<file path="src/rtl/tulip_dsp_pkg.sv">
// Shared types and constants for the tulip DSP chain.
// Sample format and I2S slot geometry used by the output stages.
package tulip_dsp_pkg;

  localparam int C_ADC_DWIDTH    = 24;
  localparam int C_I2S_SLOT_BITS = 32;

  typedef logic signed [C_ADC_DWIDTH-1:0] sample_t;

  function automatic logic [15:0] sat_inc16(
    input logic [15:0] v
  );
    return (v == 16'hFFFF) ? v : v + 16'd1;
  endfunction

endpackage

</file>
<file path="src/rtl/i2s_clock_gen.sv">
// BCLK divider and bit-period counter for the I2S transmitter.
// Period b starts on a bclk fall; lrclk follows b.
module i2s_clock_gen
  import tulip_dsp_pkg::*;
#(
  parameter int G_SLOT_BITS = C_I2S_SLOT_BITS,
  parameter int G_BCLK_DIV  = 4,
  localparam int BW = $clog2(2*G_SLOT_BITS)
) (
  input  logic          clk,
  input  logic          reset,
  input  logic          enable,
  output logic          bclk,
  output logic          lrclk,
  output logic          period_start,
  output logic [BW-1:0] b
);

  localparam int CW = (G_BCLK_DIV > 1) ? $clog2(G_BCLK_DIV) : 1;
  localparam logic [CW-1:0] DIV_LAST = CW'(G_BCLK_DIV-1);
  localparam logic [BW-1:0] B_LAST = BW'(2*G_SLOT_BITS-1);
  localparam logic [BW-1:0] B_SLOT = BW'(G_SLOT_BITS);

  logic [CW-1:0] div_cnt;
  logic          half;
  logic          run;

  assign run = enable & ~reset;

  // Half-period divider; b advances when bclk falls
  always_ff @(posedge clk) begin
    if (!run) begin
      div_cnt <= '0;
      half    <= 1'b0;
      b       <= '0;
    end else if (div_cnt == DIV_LAST) begin
      div_cnt <= '0;
      half    <= ~half;
      if (half) begin
        b <= (b == B_LAST) ? '0 : b + 1'b1;
      end
    end else begin
      div_cnt <= div_cnt + 1'b1;
    end
  end

  assign bclk = half;
  assign lrclk = (b >= B_SLOT);
  assign period_start = run & ~half & (div_cnt == '0);

endmodule

</file>
<file path="src/rtl/i2s_dac_tx.sv">
// Philips I2S transmitter for the DAC: mono sample in both slots,
// one-deep holding register, muting and counting on underflow.
module i2s_dac_tx
  import tulip_dsp_pkg::*;
#(
  parameter int G_DWIDTH    = C_ADC_DWIDTH,
  parameter int G_SLOT_BITS = C_I2S_SLOT_BITS,
  parameter int G_BCLK_DIV  = 4
) (
  input  logic                clk,
  input  logic                reset,
  input  logic                enable,
  input  logic [G_DWIDTH-1:0] din,
  input  logic                din_valid,
  output logic                din_ready,
  output logic                i2s_bclk,
  output logic                i2s_lrclk,
  output logic                i2s_sdata,
  output logic                frame_strobe,
  output logic [15:0]         underflow_count
);

  localparam int BW = $clog2(2*G_SLOT_BITS);
  localparam logic [BW-1:0] B_LAST = BW'(2*G_SLOT_BITS-1);
  localparam logic [BW-1:0] B_SLOT = BW'(G_SLOT_BITS);
  localparam logic [BW-1:0] B_DW   = BW'(G_DWIDTH);

  logic                period_start;
  logic [BW-1:0]       b;
  logic [G_DWIDTH-1:0] hold;
  logic [G_DWIDTH-1:0] shadow;
  logic                hold_full;
  logic                primed;
  logic                xfer;
  logic                load;
  logic [BW-1:0]       bm1;
  logic [BW-1:0]       pos;
  logic [G_DWIDTH-1:0] shifted;

  i2s_clock_gen #(
    .G_SLOT_BITS (G_SLOT_BITS),
    .G_BCLK_DIV  (G_BCLK_DIV)
  ) u_clk (
    .clk          (clk),
    .reset        (reset),
    .enable       (enable),
    .bclk         (i2s_bclk),
    .lrclk        (i2s_lrclk),
    .period_start (period_start),
    .b            (b)
  );

  assign din_ready = enable & ~reset & ~hold_full;
  assign xfer = din_valid & din_ready;
  assign load = period_start & (b == '0);
  assign frame_strobe = load;

  // Holding/shadow registers: shadow only changes at a frame load
  always_ff @(posedge clk) begin
    if (reset || !enable) begin
      hold      <= '0;
      shadow    <= '0;
      hold_full <= 1'b0;
      primed    <= 1'b0;
    end else begin
      if (xfer) begin
        primed <= 1'b1;
      end
      if (load) begin
        if (hold_full) begin
          shadow    <= hold;
          hold_full <= 1'b0;
        end else if (xfer) begin
          shadow <= din;
        end else begin
          shadow <= '0;
        end
      end else if (xfer) begin
        hold      <= din;
        hold_full <= 1'b1;
      end
    end
  end

  // Count muted frames once a sample has been seen; survives disable
  always_ff @(posedge clk) begin
    if (reset) begin
      underflow_count <= '0;
    end else if (load && !hold_full && !xfer && primed) begin
      underflow_count <= sat_inc16(underflow_count);
    end
  end

  // Data mux: slot position (b-1) mod slot, MSB first, zero padded
  always_comb begin
    bm1 = (b == '0) ? B_LAST : b - 1'b1;
    pos = (bm1 >= B_SLOT) ? bm1 - B_SLOT : bm1;
    shifted = shadow << pos;
    i2s_sdata = 1'b0;
    if (pos < B_DW) begin
      i2s_sdata = shifted[G_DWIDTH-1];
    end
  end

endmodule

</file>
<file path="config.mk">
export PLATFORM = sky130hd
export DESIGN_NAME = i2s_dac_tx
export DESIGN_NICKNAME = d
export VERILOG_FILES = /design/src/rtl/tulip_dsp_pkg.sv /design/src/rtl/i2s_clock_gen.sv /design/src/rtl/i2s_dac_tx.sv
export SDC_FILE = /design/constraint.sdc
export NUM_CORES = 1
export LEC_CHECK = 0
export CORE_ASPECT_RATIO = 0.8
export CORE_UTILIZATION = 55
export DETAILED_ROUTE_END_ITERATION = 8
export PLACE_DENSITY = 0.8
export SYNTH_ARGS = -nofsm -noshare
export SYNTH_HDL_FRONTEND = slang
export SYNTH_HIERARCHICAL = 1
export SYNTH_SLANG_ARGS = --single-unit
</file>
<file path="constraint.sdc">
create_clock -name clk -period 4.45 [get_ports clk]
set_input_delay 0.89 -clock clk [delete_from_list [all_inputs] [get_ports clk]]
set_output_delay 0.89 -clock clk [all_outputs]
set_load 0.05 [all_outputs]
</file>
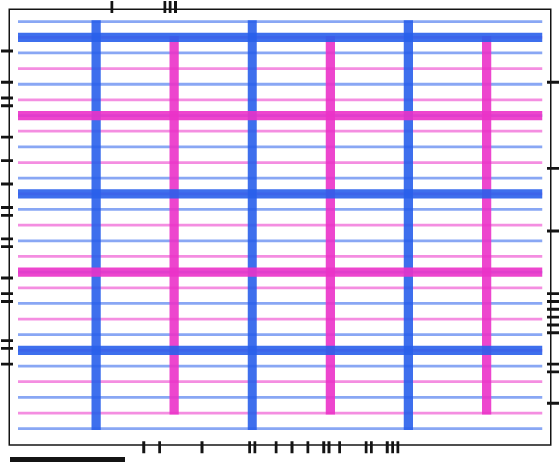
Fig. 1. PDN straps and rails (run 1).
The bar under the picture is 20 um long. Pins as bars on the die edge.
legend:
  VDD:
    colour: magenta
  VSS:
    colour: blue
rows: 26
met5 straps: 5
met1 rails: 27
Core ar.: 6441 um^2
Die X: 93.82 um

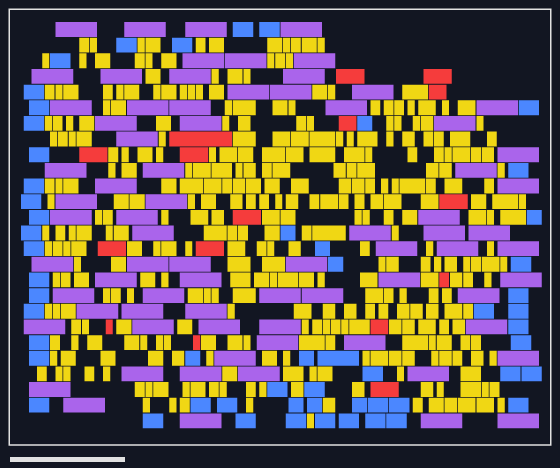
Fig. 2. Placement by cell class (run 1).
The bar under the picture is 20 um long.
legend:
  clock drivers and dummy loads:
    colour: red
    cells: 16
  remaining logic cells:
    colour: yellow
    cells: 342
  remaining buffers and delay cells:
    colour: blue
    cells: 56
  registers:
    colour: purple
    cells: 75
Row Count: 26
Final Util: 68.12%
register fraction of the total cell area: 34.22%
fin area: 4388 um^2

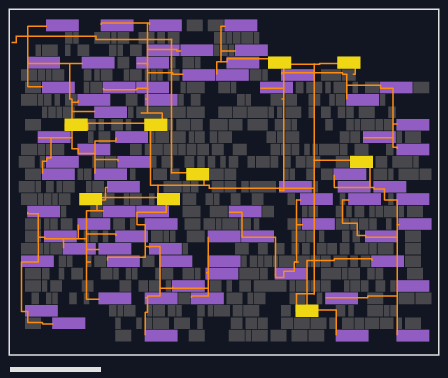
Fig. 3. Routed clock nets over the placement (run 1).
The bar under the picture is 20 um long.
legend:
  flip-flops:
    colour: purple
    count: 75
  clock-net drivers:
    colour: yellow
    count: 9
  clock wires:
    colour: orange
    length: 903 um
routed clock nets: 10
Clock Skew: 0.008886 ns
clock power share: 39.6%
Clock net power: 0.000523 W
Late-Pin Clk Latency: 0.35 ns

==> flow_summary_export.csv, run 1 <==
group,metric,value,unit
status,status,"completed",
layout,logic_area,1991,um^2
global_routing,overflow,0,
clock_tree,htreeDepth,3,
critical_path,start_kind,"register",
yosys,most_common_cell,"dfxtp_1",
floorplan,dieArea,7080,um^2
global_routing,grt_start_max_net_pins,51,
pwr,p_seq_share,52.5,%
pwr,pg_seq,0.000692,W
pwr,power.share.switching,24.67,%
yosys,ys_area,3710,um^2
layout,drive_gt1_share,7.771,%
critical_path,reg2reg_from,"u_clk/b[1]",
global_routing,grt_usage,23.92,%
timing,tightest_slew,1.278,ns
pwr,total_power,0.001318,W
detailed_routing,vias,3341,
yosys,yosys.area_share.simple,22.43,%
yosys,yosys-top-cells-count,"75 x dfxtp_1, 61 x nand2_1, 44 x nor2_1",
yosys,syn_area,3710,um^2
clock_tree,ctsLongestPathBuffers,2,
yosys,yosys.cell_types.count,55,
timing,setup_violations,0,
hold_path,whs_endpoint,"hold[0]",
yosys,syn_inst,457,
layout,clkCellAreaFrac,4.391,%
pwr,intPower,0.0009932,W
critical_path,crit_end,"i2s_sdata",
hold_path,min_path_cells,2,
[run 1: worst max-delay path, stage by stage, from the launching register on]
cell and delay, ns:
dfxtp_1 0.39, inv_1 0.11, ha_1 0.15, or4b_1 0.59, or2_1 0.37, and2_1 0.24, mux2_2 0.30, o311ai_1 0.22
o211ai_1 0.18, buf_4 0.22
[run 1: layout by cell type (no fill, tap or decap), types with 6 or more instances in the layout]
cell             instances
o21ai_0                 10
mux2_2                   8
a21oi_1                 39
inv_1                   14
or3_1                    6
nor3_1                  11
ha_1                     7
nand2_1                 61
clkdlybuf4s50_1         45
nand4_1                  7
a211oi_1                24
clkbuf_8                 9
xnor2_1                 11
dfxtp_1                 75
buf_4                   10
nor2_1                  44
a22oi_1                 24
nand3_1                  8
==> inputs of run 2 (changes only) <==
==> constraint.sdc (replaced) <==
create_clock -name clk -period 4.45 [get_ports clk]
set_input_delay 0.6675 -clock clk [delete_from_list [all_inputs] [get_ports clk]]
set_output_delay 0.6675 -clock clk [all_outputs]
set_load 0.05 [all_outputs]
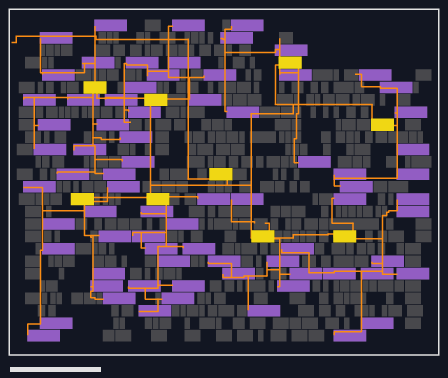
Fig. 4. Routed clock nets over the placement (run 2).
The bar under the picture is 20 um long.
legend:
  clock wires:
    colour: orange
    length: 870 um
  flip-flops:
    colour: purple
    count: 75
  clock-net drivers:
    colour: yellow
    count: 9
flops lie: all over the die
routed clock nets: 10
Clock Skew: 0.01123 ns
Clock net power: 0.000529 W
clock power share: 39.9%

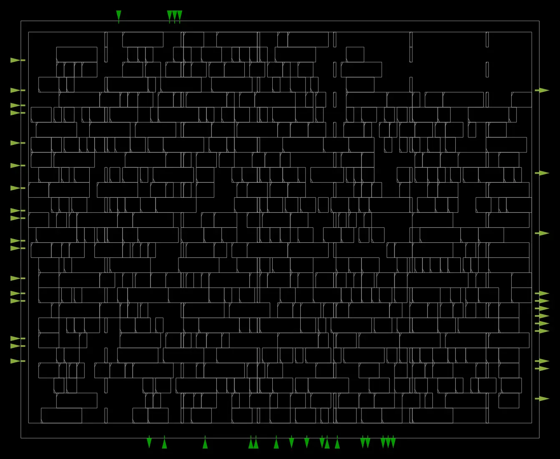
Fig. 5. Cell outlines without signal wires (run 2).
registers: 75
Final Util: 68.24%
register fraction of the total cell area: 34.16%

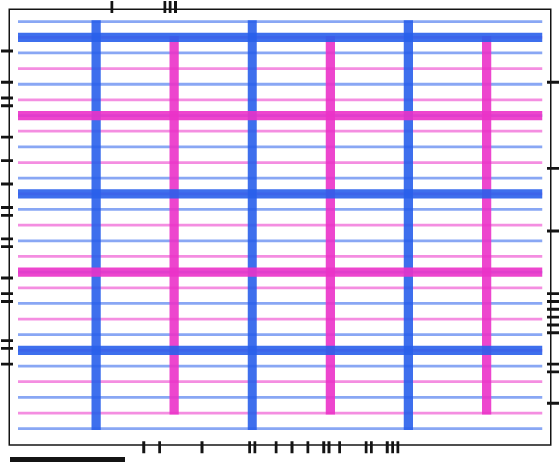
Fig. 6. PDN straps and rails (run 2).
The bar under the picture is 20 um long. Pins as bars on the die edge.
peak supply drop: 0.0002223 V
Die Y: 75.46 um

==> flow_summary_export.csv, run 2 <==
group,metric,value,unit
status,status,"completed",
hold_path,min_path_cells,2,
yosys,syn_inst,457,
critical_path,crit_family,"simple AND/OR/NAND/NOR gates",
floorplan,coreArea,6441,um^2
hold_path,whs_endpoint,"hold[16]",
clock_tree,htreeDepth,3,
yosys,syn_area,3710,um^2
pwr,power.share.switching,25.12,%
critical_path,start_kind,"register",
layout,layout_top_cells,"75 x dfxtp_1, 61 x nand2_1, 46 x clkdlybuf4s50_1, 44 x nor2_1, 39 x a21oi_1",
pwr,intPower,0.0009911,W
layout,final_common_cell,"dfxtp_1",
critical_path,cp.depth,9,
detailed_routing,vias,3445,
yosys,most_common_cell,"dfxtp_1",
floorplan,dieArea,7080,um^2
pwr,total_power,0.001324,W
critical_path,critical_path_buf_inv_count,2,
yosys,yosys.area_share.simple,22.43,%
clock_tree,clock.latency.late_pin,0.35,ns
critical_path,crit_end,"i2s_sdata",
[run 2: cell counts after synthesis]
No cell type changed its count.
[run 2: layout make-up]
type / count / area, um^2
clock inverter: 7 / 73.82
multi-input combinational: 328 / 1991
clock buffer: 9 / 123.9
fill: 532 / 2046
inverter: 14 / 52.55
timing repair buffer: 57 / 548.0
sequential: 75 / 1501
tap: 84 / 105.1
[run 2: timing repair]
item                                    in CTS  in global routing
endpoints found under the setup margin       0                  1
resized                                      0                  1
setup buffers                                0                  0
[run 2: metal layers]
layer  part of all wire [%]  routed length [um]
met4                    1.0                  87
met3                    5.8                 477
met5                      0                   0
met2                     46                3850
met1                     47                3873
==> inputs of run 3 (changes only) <==
CAP_MARGIN = 20   (was unset)
PLACE_DENSITY = 0.85   (was 0.8)
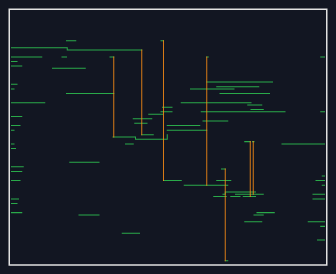
Fig. 7. Metal layers overlaid (run 3).
Only two layers are drawn.
legend:
  M3:
    colour: green
    wire_length: 425 um
  M4:
    colour: orange
    wire_length: 188 um
Tot GR Track Use: 25.83%
via count: 3,435
Detailed Route WL: 8487 um
Avg WL per Cell: 14.76 um

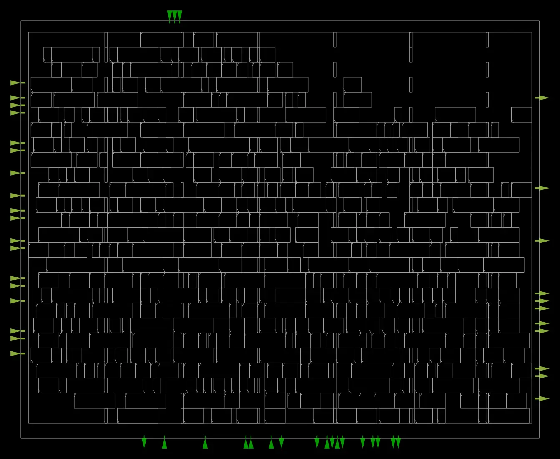
Fig. 8. Cell outlines without signal wires (run 3).
register fraction of the total cell area: 33.92%
Final Util: 68.73%
n_taps: 84
fin cells: 575

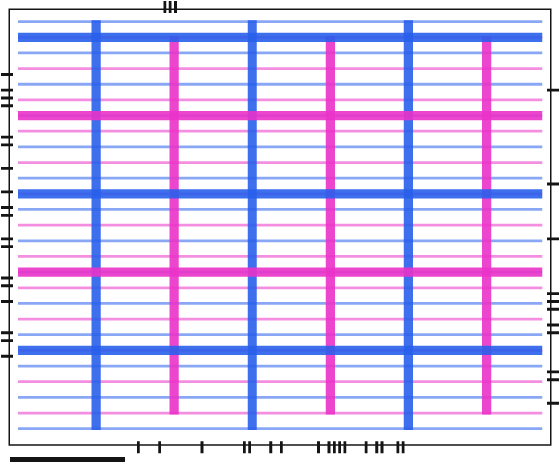
Fig. 9. PDN straps and rails (run 3).
The bar under the picture is 20 um long. Pins as bars on the die edge.
peak supply drop: 0.0002121 V

==> flow_summary_export.csv, run 3 <==
group,metric,value,unit
pwr,total_power,0.001351,W
critical_path,critical_path_buf_inv_count,2,
critical_path,critPathSlowestCell,"or4b_1",
yosys,syn_area,3710,um^2
layout,design.seq.count,75,
pwr,intPower,0.001021,W
pwr,p_clk,0.000554,W
layout,nClkBuffers,11,
layout,logic_gates,328,
global_routing,overflow,0,
yosys,syn_inst,457,
layout,final-nonclk-buf-share,12.78,%
critical_path,reg2reg_from,"u_clk/b[1]",
yosys,yosys.area_share.simple,22.43,%
layout,logic_area,1991,um^2
yosys,yosys.cell_types.count,55,
status,status,"completed",
layout,final_common_cell,"dfxtp_1",
yosys,most_common_cell,"dfxtp_1",
layout,largest_class,"multi-input combinational cells",
pwr,p_seq_share,51.3,%
floorplan,coreArea,6441,um^2
pwr,pwr-share-clk,41.0,%
yosys,yosys-top-cells-count,"75 x dfxtp_1, 61 x nand2_1, 44 x nor2_1",
pwr,power.share.switching,24.41,%
timing,tightest_slew,1.027,ns
clock_tree,postCtsSetupBuffers,0,
global_routing,grt_start_max_net_pins,51,
hold_path,min_path_cells,2,
critical_path,start_kind,"register",
clock_tree,clock.latency.late_pin,0.35,ns
layout,comb_share,44.97,%
layout,regArea,1501,um^2
hold_path,whs_endpoint,"hold[8]",
floorplan,dieArea,7080,um^2
layout,inverters_excl_clock,14,
layout,drive_gt1_share,8.147,%
pwr,pg_seq,0.000693,W
clock_tree,ctsLongestPathBuffers,2,
layout,buffers,58,
layout,fillCellCount,517,
critical_path,cp.depth,9,
layout,layout_top_cells,"75 x dfxtp_1, 61 x nand2_1, 46 x clkdlybuf4s50_1, 44 x nor2_1, 39 x a21oi_1",
==> run 3: per-layer routing <==
metal  share of wire, %  track usage (%)  vias to the layer above
met1                 46            31.77                     1614
met3                5.0            6.687                       17
met2                 47            42.90                      104
met4                2.2            12.48                        0
met5                  0                0                        -
li1                   -                -                     1700
==> run 3: metrics by stage <==
stage | hold slack [ns] | cells | utilization (%)
floorplan | 0.4269 | 457 | -
global placement | 0.4408 | 558 | 65.33
detailed placement | 0.4465 | 558 | 65.33
CTS | 0.4608 | 574 | 68.61
global route | 0.4769 | 575 | 68.73
finish | 0.4600 | 575 | 68.73
==> run 3: repair_timing <==
| item | CTS | global route |
|---|---|---|
| gates resized | 0 | 1 |
| endpoints found under the setup margin | 0 | 1 |
| hold endpoints to repair | 0 | 0 |
Power is estimated from default activity; no workload was simulated.
